===== config.mk =====
export PLATFORM = sky130hd
export DESIGN_NAME = dot_accum_pipe
export DESIGN_NICKNAME = d
export VERILOG_FILES = /design/src/rtl/dot_pkg.sv /design/src/rtl/dot_adder_tree.sv /design/src/rtl/dot_accum_pipe.sv
export SDC_FILE = /design/constraint.sdc
export NUM_CORES = 2
export LEC_CHECK = 0
export ABC_AREA = 0
export CAP_MARGIN = 0
export CORE_ASPECT_RATIO = 0.75
export CORE_MARGIN = 2
export CORE_UTILIZATION = 30
export DETAILED_ROUTE_END_ITERATION = 8
export GPL_ROUTABILITY_DRIVEN = 0
export HOLD_SLACK_MARGIN = 0.05
export PLACE_DENSITY = 0.54
export SYNTH_ARGS = -nofsm -noshare
export SYNTH_HDL_FRONTEND = slang
export SYNTH_SLANG_ARGS = --single-unit

===== constraint.sdc =====
create_clock -name clk -period 12.5 [get_ports clk]
set_input_delay 1.875 -clock clk [delete_from_list [all_inputs] [get_ports clk]]
set_output_delay 1.875 -clock clk [all_outputs]
set_load 0.01 [all_outputs]

===== src/rtl/dot_pkg.sv =====
// Shared helpers for the dot-product datapath.
//   clog2     : ceil(log2(n)), 0 for n<=1
//   sw_f      : adder-tree output width for given operand widths / lane count
//   lat_f     : input-to-result latency in register stages
//   lanes_at  : live lane count at a given adder-tree level
//   accw_ok   : elaboration guard, accumulator must hold a full beat sum
package dot_pkg;

  function automatic int clog2(input int n);
    int r;
    int v;
    r = 0;
    v = 1;
    while (v < n) begin
      v = v << 1;
      r++;
    end
    return r;
  endfunction

  function automatic int sw_f(input int sa, input int sb, input int dot);
    return sa + sb + clog2(dot);
  endfunction

  function automatic int lat_f(input int dot);
    return clog2(dot) + 3;
  endfunction

  function automatic int lanes_at(input int n, input int lvl);
    return (n + (1 << lvl) - 1) >> lvl;
  endfunction

  function automatic bit accw_ok(input int accw, input int sa, input int sb, input int dot);
    return accw >= sw_f(sa, sb, dot);
  endfunction

endpackage


===== src/rtl/dot_adder_tree.sv =====
// Registered pairwise adder tree with valid/last sideband.
//   clk, rst      : clock, async active-high reset
//   en            : global advance enable; all levels freeze when low
//   in_valid/last : sideband travelling with in_data
//   in_data       : N lanes of W-bit signed values, lane j at [j*W +: W]
//   out_valid/last: sideband aligned with out_sum
//   out_sum       : OW-bit signed sum, clog2(N) register levels after input
// Every level is carried at OW bits; the upper bits of early levels are pure
// sign extension so the result equals a tree growing one bit per level.
module dot_adder_tree
  import dot_pkg::*;
#(
  parameter int N  = 6,
  parameter int W  = 16,
  parameter int OW = W + clog2(N)
) (
  input  logic              clk,
  input  logic              rst,
  input  logic              en,
  input  logic              in_valid,
  input  logic              in_last,
  input  logic [N*W-1:0]    in_data,
  output logic              out_valid,
  output logic              out_last,
  output logic [OW-1:0]     out_sum
);

  localparam int T = clog2(N);

  for (genvar l = 0; l <= T; l++) begin : g_lvl
    localparam int NL = lanes_at(N, l);
    logic [NL-1:0][OW-1:0] node;
    logic                  vld;
    logic                  lst;

    if (l == 0) begin : g_in
      for (genvar j = 0; j < N; j++) begin : g_lane
        assign node[j] = OW'($signed(in_data[j*W +: W]));
      end
      assign vld = in_valid;
      assign lst = in_last;
    end else begin : g_add
      localparam int PL = lanes_at(N, l - 1);
      logic [NL-1:0][OW-1:0] node_d;
      logic [NL-1:0][OW-1:0] node_q;
      logic                  vld_q;
      logic                  lst_q;

      for (genvar j = 0; j < NL; j++) begin : g_lane
        // odd lane count: the unpaired top lane passes straight through
        if (2*j + 1 < PL) begin : g_pair
          assign node_d[j] = g_lvl[l-1].node[2*j] + g_lvl[l-1].node[2*j+1];
        end else begin : g_pass
          assign node_d[j] = g_lvl[l-1].node[2*j];
        end
      end

      always_ff @(posedge clk or posedge rst) begin
        if (rst) begin
          node_q <= '0;
          vld_q  <= 1'b0;
          lst_q  <= 1'b0;
        end else if (en) begin
          node_q <= node_d;
          vld_q  <= g_lvl[l-1].vld;
          lst_q  <= g_lvl[l-1].lst;
        end
      end

      assign node = node_q;
      assign vld  = vld_q;
      assign lst  = lst_q;
    end
  end

  assign out_sum   = g_lvl[T].node[0];
  assign out_valid = g_lvl[T].vld;
  assign out_last  = g_lvl[T].lst;

endmodule


===== src/rtl/dot_accum_pipe.sv =====
// Pipelined signed dot-product engine with multi-beat accumulation.
//   clk, rst            : clock, async active-high reset
//   in_valid/in_ready   : beat handshake; in_last marks a vector's final beat
//   din_a, din_b        : DOT signed lanes, lane i at [i*SIZE +: SIZE]
//   out_valid/out_ready : result handshake
//   dout                : ACCW-bit signed (wrapping) dot product of the vector
//   out_ovf             : sticky signed overflow seen while accumulating it
// Stages: S0 input regs, S1 products, clog2(DOT) tree levels, accumulate.
// The result is visible after the lat_f(DOT)-th clock edge, counting the
// edge that accepts the last beat as the first.
module dot_accum_pipe
  import dot_pkg::*;
#(
  parameter int SIZEA = 8,
  parameter int SIZEB = 8,
  parameter int DOT   = 6,
  parameter int ACCW  = 32
) (
  input  logic                  clk,
  input  logic                  rst,
  input  logic                  in_valid,
  output logic                  in_ready,
  input  logic                  in_last,
  input  logic [DOT*SIZEA-1:0]  din_a,
  input  logic [DOT*SIZEB-1:0]  din_b,
  output logic                  out_valid,
  input  logic                  out_ready,
  output logic [ACCW-1:0]       dout,
  output logic                  out_ovf
);

  localparam int PW = SIZEA + SIZEB;
  localparam int SW = sw_f(SIZEA, SIZEB, DOT);

  if (!accw_ok(ACCW, SIZEA, SIZEB, DOT)) begin : g_chk
    $error("dot_accum_pipe: ACCW too narrow for one beat sum");
  end

  logic                 en;
  logic [DOT*SIZEA-1:0] a_q;
  logic [DOT*SIZEB-1:0] b_q;
  logic [DOT*PW-1:0]    prod_d, prod_q;
  logic [1:0]           vld_pipe_q, lst_pipe_q;
  logic                 tree_vld, tree_last;
  logic [SW-1:0]        tree_sum;

  logic [ACCW-1:0] acc_q, acc_d, dout_q, dout_d;
  logic [ACCW-1:0] sum_ext, acc_add, acc_new;
  logic            add_ovf, ovf_new;
  logic            ovf_acc_q, ovf_acc_d, first_q, first_d;
  logic            out_valid_q, out_valid_d, out_ovf_q, out_ovf_d;

  // A held, unconsumed result freezes the whole pipe.
  assign en       = !out_valid_q || out_ready;
  assign in_ready = en;

  for (genvar i = 0; i < DOT; i++) begin : g_mul
    logic signed [PW-1:0] pa, pb;
    assign pa = PW'($signed(a_q[i*SIZEA +: SIZEA]));
    assign pb = PW'($signed(b_q[i*SIZEB +: SIZEB]));
    assign prod_d[i*PW +: PW] = pa * pb;
  end

  always_ff @(posedge clk or posedge rst) begin
    if (rst) begin
      a_q        <= '0;
      b_q        <= '0;
      prod_q     <= '0;
      vld_pipe_q <= '0;
      lst_pipe_q <= '0;
    end else if (en) begin
      a_q        <= din_a;
      b_q        <= din_b;
      prod_q     <= prod_d;
      vld_pipe_q <= {vld_pipe_q[0], in_valid};
      lst_pipe_q <= {lst_pipe_q[0], in_last};
    end
  end

  dot_adder_tree #(.N(DOT), .W(PW), .OW(SW)) u_tree (
    .clk       (clk),
    .rst       (rst),
    .en        (en),
    .in_valid  (vld_pipe_q[1]),
    .in_last   (lst_pipe_q[1]),
    .in_data   (prod_q),
    .out_valid (tree_vld),
    .out_last  (tree_last),
    .out_sum   (tree_sum)
  );

  always_comb begin
    sum_ext = ACCW'($signed(tree_sum));
    acc_add = acc_q + sum_ext;
    // same-sign operands producing a different-sign result
    add_ovf = (acc_q[ACCW-1] == sum_ext[ACCW-1]) && (acc_add[ACCW-1] != acc_q[ACCW-1]);
    acc_new = first_q ? sum_ext : acc_add;
    ovf_new = first_q ? 1'b0 : (ovf_acc_q | add_ovf);

    acc_d       = acc_q;
    ovf_acc_d   = ovf_acc_q;
    first_d     = first_q;
    dout_d      = dout_q;
    out_ovf_d   = out_ovf_q;
    out_valid_d = out_valid_q && !out_ready;

    if (en && tree_vld) begin
      acc_d     = acc_new;
      ovf_acc_d = ovf_new;
      first_d   = tree_last;
      // a landing last beat wins over a same-cycle consume
      if (tree_last) begin
        dout_d      = acc_new;
        out_ovf_d   = ovf_new;
        out_valid_d = 1'b1;
      end
    end
  end

  always_ff @(posedge clk or posedge rst) begin
    if (rst) begin
      acc_q       <= '0;
      ovf_acc_q   <= 1'b0;
      first_q     <= 1'b1;
      dout_q      <= '0;
      out_ovf_q   <= 1'b0;
      out_valid_q <= 1'b0;
    end else begin
      acc_q       <= acc_d;
      ovf_acc_q   <= ovf_acc_d;
      first_q     <= first_d;
      dout_q      <= dout_d;
      out_ovf_q   <= out_ovf_d;
      out_valid_q <= out_valid_d;
    end
  end

  assign out_valid = out_valid_q;
  assign dout      = dout_q;
  assign out_ovf   = out_ovf_q;

endmodule


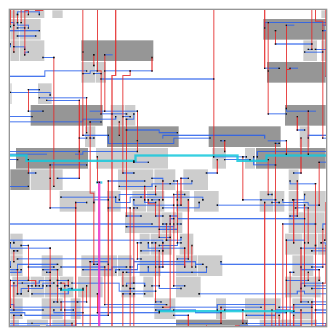
closeup.png
Region (175, 127) to (215, 167) µm. Cells in grey, sequential cells in the stronger grey; small squares are vias.
- M1: blue
- M2: red
- M3: cyan
- M4: magenta
- most frequent: dfrtp_1 (9), o21ai_0 (8)
- netlist names of flops here include: u_tree.g_lvl.g_add.node_q (9)
- cells with their middle in the window: 72
- sequential cells in the window: 9

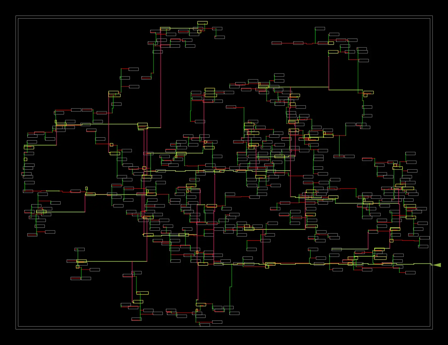
clock_nets.png
Worst-Skew Late Latency: 0.60 ns
number of clock buffers in the layout: 59
seq_cells: 376
total clock sinks: 376

how the worst min path moves through the flow:
stage                                      from                               end  slack [ns]  cells after the start
3_3_place_gp        u_tree.g_lvl[1].g_add.vld_q       u_tree.g_lvl[1].g_add.vld_q        0.45                      2
4_1_cts             u_tree.g_lvl[1].g_add.vld_q       u_tree.g_lvl[1].g_add.vld_q        0.47                      2
2_1_floorplan                     lst_pipe_q[0]                     lst_pipe_q[0]        0.44                      2
5_1_grt        u_tree.g_lvl[1].g_add.node_q[51]  u_tree.g_lvl[2].g_add.node_q[32]        0.49                      2
6_report            u_tree.g_lvl[1].g_add.lst_q       u_tree.g_lvl[1].g_add.lst_q        0.47                      2
3_5_place_dp        u_tree.g_lvl[1].g_add.vld_q       u_tree.g_lvl[1].g_add.vld_q        0.46                      2
synth_stat cells (15+ instances only):
cell,number
sky130_fd_sc_hd__inv_1,566
sky130_fd_sc_hd__xor2_1,57
sky130_fd_sc_hd__ha_1,288
sky130_fd_sc_hd__nor3_1,37
sky130_fd_sc_hd__and2_1,246
sky130_fd_sc_hd__o21ai_0,169
sky130_fd_sc_hd__dfrtp_1,375
sky130_fd_sc_hd__a21oi_1,196
sky130_fd_sc_hd__a211oi_1,17
sky130_fd_sc_hd__a21o_1,44
sky130_fd_sc_hd__clkbuf_1,107
sky130_fd_sc_hd__o31ai_1,31
sky130_fd_sc_hd__fa_1,336
sky130_fd_sc_hd__nor2b_1,45
sky130_fd_sc_hd__nor2_1,180
sky130_fd_sc_hd__nand2b_1,30
sky130_fd_sc_hd__mux2_2,15
sky130_fd_sc_hd__xnor2_1,100
sky130_fd_sc_hd__nand2_1,718
sky130_fd_sc_hd__o21a_1,19
sky130_fd_sc_hd__nand3_1,34
sky130_fd_sc_hd__and3_1,20
==> COMMIT_EDITMSG <==
Update PnR metrics after Yosys + OpenROAD run

- Synth-to-layout area growth: 13.51%
- Non-clock inverter count: 567
* Final WL: 76540 µm
- Multi-Input Combinational: 2725
- Post-CTS repair ended up resizing 0 cells.
* Distinct cell type count after synthesis: 64
- In this run the worst setup path terminates at in_ready.
- The worst setup path is launched from a primary input.
- Port Buffer Count: 135
- Fin area: 38070 µm²
- Sequential portion of the cell area: 0.2472
- First-pass GRT wire length: 129700 µm
- The report counts max-capacitance violations totalling 0.
- In this run the critical path is formed by clkdlybuf4s50_1 > nor2b_4 > buf_12 > inv_8 > clkdlybuf4s50_1.
- STA classifies the critical path endpoint as a primary output.
* Area share, top type: 0.2798
- After detailed routing, no signal wire sits above met4.
- Cell Count Post-Placement: 5272
- At the worst endpoint, the required time is 10.62 ns.
- Number of top-level design ports: 136
* Synth Register Bits: 376
* Utilization of the core after routing: 0.3426
* CP Max Fanout: 177
* Via count of the first global-routing pass: 24340
- Sequential-to-total area share from yosys stat: 0.2806
- The finished design was reported to have a net count of 4588.
* Met2 global-route usage: 0.2039
- Pin count of the biggest net entering global routing: 178
- Area fraction in and, or, nand and nor cells: 0.1826
- Run status: complete, no violations
- The synthesis report names the predominant flop master as sky130_fd_sc_hd__dfrtp_1.
- Vert. Die Dim: 293.6 µm
* Cell area after synthesis: 33540 µm²
- The repair_antennas step left the layout with diodes totalling 0.
* Clock edge transition at the registers on the reported setup and hold paths: 0.06 ns
* Cell type contributing the most total cell area after synthesis: sky130_fd_sc_hd__dfrtp_1
- Met2 wire len: 31720 µm
- The global routing report lists met1 layer usage as 0.2148.
* Non-clock buffer share of cell area: 0.03832
- The timing report notes that buffer and inverter cells on the critical path total 4.
* Stages on the worst setup path: 5
- Buffers outside the clock class: 146
* Accumulated negative setup slack: 0 ns
- Floorplan Nets: 4510
- H-tree depth reported by CTS: 2
- Final critical-path required period: 5.786 ns
* Cell family contributing the most delay on the critical path: buffers and inverters
* Count of mapped cells out of synthesis: 3785
- Buffers inserted during clock tree synthesis total 47.
- The detail route stage leaves a number of antenna-violating nets equal to 0.
- In the final report, the number of pins over their slew limit comes to 0.
- In the per-layer breakdown of the detailed-route log, met1 shows 41260 µm.
* Critical-path cell with the highest stage delay: sky130_fd_sc_hd__clkdlybuf4s50_1
* Crit path arrival time: 3.91 ns
- Worst slack after detailed placement: 6.552 ns
* Chip area from the yosys synthesis statistics: 33540 µm²
- Fraction of registers with async set or reset after synthesis: 1.000
- The post-placement cell area is 36400 µm².
* Max Clk Rate: 0.1728 GHz
- MI comb area: 21570 µm²
- Highest-count cells in the layout ignoring fill and taps: sky130_fd_sc_hd__nand2_1, sky130_fd_sc_hd__inv_1, sky130_fd_sc_hd__dfrtp_1
- Per the detail_route report, the via count comes to 24060.
- Combinational share of cell area: 0.5665
* Met3 wire length: 2456 µm
